### src/rtl/minirisc_ctrl_pkg.sv
// -----------------------------------------------------------------------------
// minirisc_ctrl_pkg
// Shared encodings for the KGP-miniRISC multi-cycle controller: FSM state
// encoding, instruction class, opcode map, ALU op codes and the select
// encodings for the immediate extender, writeback mux and PC source mux.
// No ports (package).
// -----------------------------------------------------------------------------
package minirisc_ctrl_pkg;

  // FSM states; S_TRAP is only reachable when ILLEGAL_TRAP_EN is defined
  typedef enum logic [2:0] {
    S_FETCH  = 3'd0,
    S_DECODE = 3'd1,
    S_EXEC   = 3'd2,
    S_MEM    = 3'd3,
    S_WB     = 3'd4,
    S_HALT   = 3'd5,
    S_TRAP   = 3'd6
  } state_e;

  // Instruction class as seen by the FSM sequencing
  typedef enum logic [3:0] {
    CLS_ALU  = 4'd0,
    CLS_LD   = 4'd1,
    CLS_ST   = 4'd2,
    CLS_BR   = 4'd3,
    CLS_BZ   = 4'd4,
    CLS_BNZ  = 4'd5,
    CLS_BL   = 4'd6,
    CLS_HALT = 4'd7,
    CLS_ILL  = 4'd8
  } op_class_e;

  // Opcode map (IR[31:26])
  localparam logic [5:0] OP_RTYPE = 6'h00;
  localparam logic [5:0] OP_ADDI  = 6'h01;
  localparam logic [5:0] OP_ANDI  = 6'h02;
  localparam logic [5:0] OP_LD    = 6'h03;
  localparam logic [5:0] OP_ST    = 6'h04;
  localparam logic [5:0] OP_BR    = 6'h05;
  localparam logic [5:0] OP_BZ    = 6'h06;
  localparam logic [5:0] OP_BNZ   = 6'h07;
  localparam logic [5:0] OP_BL    = 6'h08;
  localparam logic [5:0] OP_HALT  = 6'h09;

  // ALU operation codes (R-type passes funct straight through)
  localparam logic [3:0] ALU_ADD = 4'h0;
  localparam logic [3:0] ALU_SUB = 4'h1;
  localparam logic [3:0] ALU_AND = 4'h2;
  localparam logic [3:0] ALU_OR  = 4'h3;
  localparam logic [3:0] ALU_XOR = 4'h4;

  // Immediate extender select
  localparam logic [1:0] EXT_SEXT16 = 2'b00;
  localparam logic [1:0] EXT_ZEXT16 = 2'b01;
  localparam logic [1:0] EXT_SEXT26 = 2'b10;

  // Writeback source select
  localparam logic [1:0] WB_ALU  = 2'b00;
  localparam logic [1:0] WB_MEM  = 2'b01;
  localparam logic [1:0] WB_LINK = 2'b10;

  // PC source select
  localparam logic PC_SRC_INC    = 1'b0;
  localparam logic PC_SRC_OFFSET = 1'b1;

endpackage

### src/rtl/minirisc_ctrl_decode.sv
// -----------------------------------------------------------------------------
// minirisc_ctrl_decode
// Purely combinational opcode/funct decoder for the multi-cycle controller.
// Ports:
//   opcode    in  6  IR[31:26]
//   funct     in  4  IR[3:0], R-type ALU function
//   ext_sel   out 2  immediate extension select
//   alu_src_b out 1  0 = register, 1 = extended immediate
//   alu_op    out 4  ALU operation code
//   wb_sel    out 2  writeback source select
//   op_class  out    instruction class used by the FSM
// -----------------------------------------------------------------------------
module minirisc_ctrl_decode
  import minirisc_ctrl_pkg::*;
(
  input  logic [5:0] opcode,
  input  logic [3:0] funct,
  output logic [1:0] ext_sel,
  output logic       alu_src_b,
  output logic [3:0] alu_op,
  output logic [1:0] wb_sel,
  output op_class_e  op_class
);

  // Map each opcode onto its datapath selects and class. Anything not in
  // the opcode map falls out as CLS_ILL with harmless default selects.
  always_comb begin
    ext_sel   = EXT_SEXT16;
    alu_src_b = 1'b0;
    alu_op    = ALU_ADD;
    wb_sel    = WB_ALU;
    op_class  = CLS_ILL;
    case (opcode)
      OP_RTYPE: begin
        alu_op   = funct;
        op_class = CLS_ALU;
      end
      OP_ADDI: begin
        alu_src_b = 1'b1;
        op_class  = CLS_ALU;
      end
      OP_ANDI: begin
        ext_sel   = EXT_ZEXT16;
        alu_src_b = 1'b1;
        alu_op    = ALU_AND;
        op_class  = CLS_ALU;
      end
      OP_LD: begin
        alu_src_b = 1'b1;
        wb_sel    = WB_MEM;
        op_class  = CLS_LD;
      end
      OP_ST: begin
        alu_src_b = 1'b1;
        op_class  = CLS_ST;
      end
      OP_BR: begin
        ext_sel  = EXT_SEXT26;
        op_class = CLS_BR;
      end
      OP_BZ: begin
        ext_sel  = EXT_SEXT26;
        op_class = CLS_BZ;
      end
      OP_BNZ: begin
        ext_sel  = EXT_SEXT26;
        op_class = CLS_BNZ;
      end
      OP_BL: begin
        ext_sel  = EXT_SEXT26;
        wb_sel   = WB_LINK;
        op_class = CLS_BL;
      end
      OP_HALT: begin
        op_class = CLS_HALT;
      end
      default: begin
        op_class = CLS_ILL;
      end
    endcase
  end

endmodule

### src/rtl/minirisc_multicycle_ctrl.sv
// -----------------------------------------------------------------------------
// minirisc_multicycle_ctrl
// Multi-cycle control FSM for the KGP-miniRISC core: FETCH, DECODE, EXEC,
// MEM, WB, HALT (and TRAP). Control outputs are combinational from state,
// decoded opcode/funct and the memory acks; state and the retired-instruction
// counter are registered. All outputs are forced to 0 while rst is high.
// Optional build macro: ILLEGAL_TRAP_EN -- undefined opcodes trap instead of
// executing as a NOP.
// Ports:
//   clk, rst             clock, async active-high reset
//   opcode, funct        IR fields
//   rs_zero              source register == 0 (EXEC)
//   imem_ack, dmem_ack   memory handshakes
//   imem_req, dmem_req, dmem_we
//   ir_write, pc_write, pc_src, ext_sel, alu_src_b, alu_op
//   reg_write, wb_sel, halted, trap, retire_cnt
// -----------------------------------------------------------------------------
module minirisc_multicycle_ctrl
  import minirisc_ctrl_pkg::*;
#(
  parameter int ALU_OP_W = 4,
  parameter int CNT_W    = 32
) (
  input  logic                clk,
  input  logic                rst,
  input  logic [5:0]          opcode,
  input  logic [3:0]          funct,
  input  logic                rs_zero,
  input  logic                imem_ack,
  input  logic                dmem_ack,
  output logic                imem_req,
  output logic                dmem_req,
  output logic                dmem_we,
  output logic                ir_write,
  output logic                pc_write,
  output logic                pc_src,
  output logic [1:0]          ext_sel,
  output logic                alu_src_b,
  output logic [ALU_OP_W-1:0] alu_op,
  output logic                reg_write,
  output logic [1:0]          wb_sel,
  output logic                halted,
  output logic                trap,
  output logic [CNT_W-1:0]    retire_cnt
);

  state_e     state;
  state_e     next_state;
  logic       retire;
  logic [1:0] dec_ext_sel;
  logic       dec_alu_src_b;
  logic [3:0] dec_alu_op;
  logic [1:0] dec_wb_sel;
  op_class_e  dec_class;

  minirisc_ctrl_decode u_decode (
    .opcode    (opcode),
    .funct     (funct),
    .ext_sel   (dec_ext_sel),
    .alu_src_b (dec_alu_src_b),
    .alu_op    (dec_alu_op),
    .wb_sel    (dec_wb_sel),
    .op_class  (dec_class)
  );

  // Next-state and control decode. The operand selects are only presented
  // while the datapath is using them (EXEC/MEM); wb_sel only in WB. The rst
  // override at the bottom makes requests drop the moment reset rises,
  // instead of waiting for the state register to settle.
  always_comb begin
    next_state = state;
    imem_req   = 1'b0;
    dmem_req   = 1'b0;
    dmem_we    = 1'b0;
    ir_write   = 1'b0;
    pc_write   = 1'b0;
    pc_src     = PC_SRC_INC;
    ext_sel    = EXT_SEXT16;
    alu_src_b  = 1'b0;
    alu_op     = '0;
    reg_write  = 1'b0;
    wb_sel     = WB_ALU;
    halted     = 1'b0;
    trap       = 1'b0;
    case (state)
      S_FETCH: begin
        imem_req = 1'b1;
        if (imem_ack) begin
          ir_write   = 1'b1;
          pc_write   = 1'b1;
          pc_src     = PC_SRC_INC;
          next_state = S_DECODE;
        end
      end
      S_DECODE: begin
        if (dec_class == CLS_HALT) begin
          next_state = S_HALT;
        end else if (dec_class == CLS_ILL) begin
`ifdef ILLEGAL_TRAP_EN
          next_state = S_TRAP;
`else
          next_state = S_FETCH;
`endif
        end else begin
          next_state = S_EXEC;
        end
      end
      S_EXEC: begin
        ext_sel   = dec_ext_sel;
        alu_src_b = dec_alu_src_b;
        alu_op    = ALU_OP_W'(dec_alu_op);
        case (dec_class)
          CLS_ALU: next_state = S_WB;
          CLS_LD,
          CLS_ST:  next_state = S_MEM;
          CLS_BR: begin
            pc_write   = 1'b1;
            pc_src     = PC_SRC_OFFSET;
            next_state = S_FETCH;
          end
          CLS_BZ: begin
            pc_write   = rs_zero;
            pc_src     = rs_zero;
            next_state = S_FETCH;
          end
          CLS_BNZ: begin
            pc_write   = ~rs_zero;
            pc_src     = ~rs_zero;
            next_state = S_FETCH;
          end
          CLS_BL: begin
            pc_write   = 1'b1;
            pc_src     = PC_SRC_OFFSET;
            next_state = S_WB;
          end
          default: next_state = S_FETCH;
        endcase
      end
      S_MEM: begin
        ext_sel   = dec_ext_sel;
        alu_src_b = dec_alu_src_b;
        alu_op    = ALU_OP_W'(dec_alu_op);
        dmem_req  = 1'b1;
        dmem_we   = (dec_class == CLS_ST);
        if (dmem_ack) begin
          next_state = (dec_class == CLS_LD) ? S_WB : S_FETCH;
        end
      end
      S_WB: begin
        reg_write  = 1'b1;
        wb_sel     = dec_wb_sel;
        next_state = S_FETCH;
      end
      S_HALT: begin
        halted = 1'b1;
      end
`ifdef ILLEGAL_TRAP_EN
      S_TRAP: begin
        halted = 1'b1;
        trap   = 1'b1;
      end
`endif
      default: next_state = S_FETCH;
    endcase
    if (rst) begin
      imem_req  = 1'b0;
      dmem_req  = 1'b0;
      dmem_we   = 1'b0;
      ir_write  = 1'b0;
      pc_write  = 1'b0;
      pc_src    = 1'b0;
      ext_sel   = 2'b00;
      alu_src_b = 1'b0;
      alu_op    = '0;
      reg_write = 1'b0;
      wb_sel    = 2'b00;
      halted    = 1'b0;
      trap      = 1'b0;
    end
  end

  // An instruction retires on its final cycle, which is exactly the cycle
  // that moves the FSM back into FETCH from somewhere else.
  assign retire = (next_state == S_FETCH) && (state != S_FETCH);

  // State register and wrapping retired-instruction counter.
  always_ff @(posedge clk or posedge rst) begin
    if (rst) begin
      state      <= S_FETCH;
      retire_cnt <= '0;
    end else begin
      state <= next_state;
      if (retire) begin
        retire_cnt <= retire_cnt + CNT_W'(1);
      end
    end
  end

endmodule
### config.mk
export PLATFORM = sky130hd
export DESIGN_NAME = minirisc_multicycle_ctrl
export DESIGN_NICKNAME = d
export VERILOG_FILES = /design/src/rtl/minirisc_ctrl_pkg.sv /design/src/rtl/minirisc_ctrl_decode.sv /design/src/rtl/minirisc_multicycle_ctrl.sv
export SDC_FILE = /design/constraint.sdc
export NUM_CORES = 1
export LEC_CHECK = 0
export CAP_MARGIN = 10
export CORE_MARGIN = 4
export CORE_UTILIZATION = 40
export DETAILED_ROUTE_END_ITERATION = 12
export PLACE_DENSITY = 0.68
export SLEW_MARGIN = 20
export SYNTH_ARGS = -nofsm -noshare
export SYNTH_HDL_FRONTEND = slang
export SYNTH_HIERARCHICAL = 1
export SYNTH_SLANG_ARGS = --single-unit
export TNS_END_PERCENT = 1
### constraint.sdc
create_clock -name clk -period 4.2 [get_ports clk]
set_clock_uncertainty 0.1 [all_clocks]
set_input_delay 0.84 -clock clk [delete_from_list [all_inputs] [get_ports clk]]
set_output_delay 0.84 -clock clk [all_outputs]
set_load 0.01 [all_outputs]
### M1 wires

Bar = 20 um.
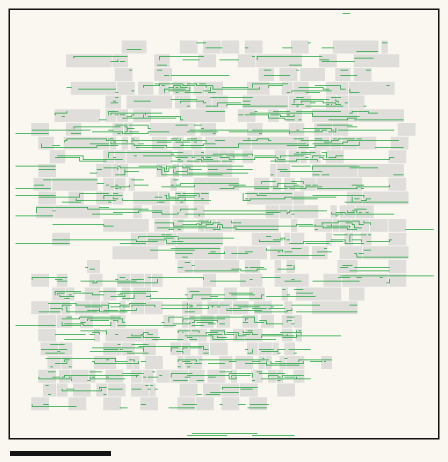
- nets with wire on the layer: 296
- main direction: horizontal

### Met2 routing

Bar = 20 um.
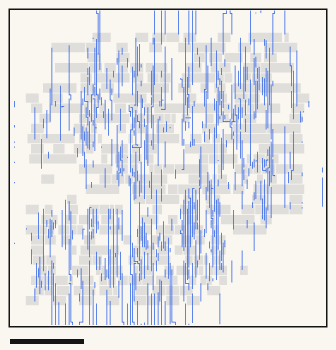
- wire length on this layer: 2770 um
- longest straight run: 25.8 um
- main direction: vertical
- nets with wire on the layer: 295

==> registers in the layout (all words and copies together), names as in the netlist <==
signal      flops
state           3
retire_cnt     32
==> cell families after synthesis <==
kind of cell / after synthesis / synth area share
XOR/XNOR: 35 / 0.130
adder cells (fa/ha/maj): 1 / 0.00529
AND/OR/NAND/NOR: 139 / 0.395
buffers and inverters: 19 / 0.0529
other: 1 / 0.00159
flip-flops: 35 / 0.371
multiplexers: 1 / 0.00476
AND-OR/OR-AND: 12 / 0.0402
==> layer usage <==
| layer | global-route usage | vias to the layer above | share of wire |
|---|---|---|---|
| li1 | - | 1015 | - |
| met1 | 0.228 | 1007 | 0.47 |
| met2 | 0.280 | 32 | 0.48 |
| met3 | 0.0320 | 8 | 0.029 |
| met4 | 0.0561 | 0 | 0.015 |
| met5 | 0 | - | 0 |
==> reports/metrics.cfg <==
[yosys]
netlist_instances = 243
synth-area-yosys_sq_um = 2360
postSynth.asyncResetShare = 1.00
postSynthAreaPerCell_sq_um = 9.73
ys_warn_count = 6
ys_top_cells_by_count = 35 x dfrtp_1, 33 x xnor2_1, 20 x nand4_1, 19 x nor2_1, 16 x and2_1

[worst_setup_path]
critPathMaxFanout = 6
crit_start = opcode[3]
critical_path_class = input pin to output pin
crit_buf_inv = 2
crit_top_cell = clkdlybuf4s50_1
rr_endpoint = retire_cnt[1]
rrSetupSlack_ps = 1690
cpMaxStageDelayCell = clkdlybuf4s50_1

[die]
die_w_um = 84.9
coreArea_sq_um = 5610

[final_timing]
rsz0062_at_grt = false
fin_ws_ps = 168
slew_headroom = 0.418
post-route-min-period_ps = 4030
fmax_ghz = 0.248
hold_slack_ps = 374

[finish]
signal_buffers = 86
fill_cells = 545
dominant_cells = multi-input combinational cells
comb_share = 0.424
clock_buffers = 7
logic_gates = 189
seq_area_frac = 0.271
lay_top_count = clkdlybuf4s50_1
layoutNonFillerInstCount = 393
postLayoutCoreUtil = 0.576

[detailed_routing]
drtIter0Drc = 80
drc = 0

[power]
pg_comb_mw = 0.278
p_seq_mw = 0.418
cellInternalPower_mw = 0.631
totalPowerFinal_mw = 0.933
power.leakage_nw = 1.30
share_comb_of_total_power = 0.298

[flow_run]
tool_warnings = 26
drv_cap = 0

[clock_network]
clockBufferDepth = 2
cts-resized-gates = 2
cts_hold_buf = 0
cts.sinks = 35
cts_tree = built

[worst_hold_path]
hold_path_class = register to register
min_path_cells = 1

[grt]
grt_max_degree = 36

[placed_design]
placed_cells = 385

[run_status]
status = completed

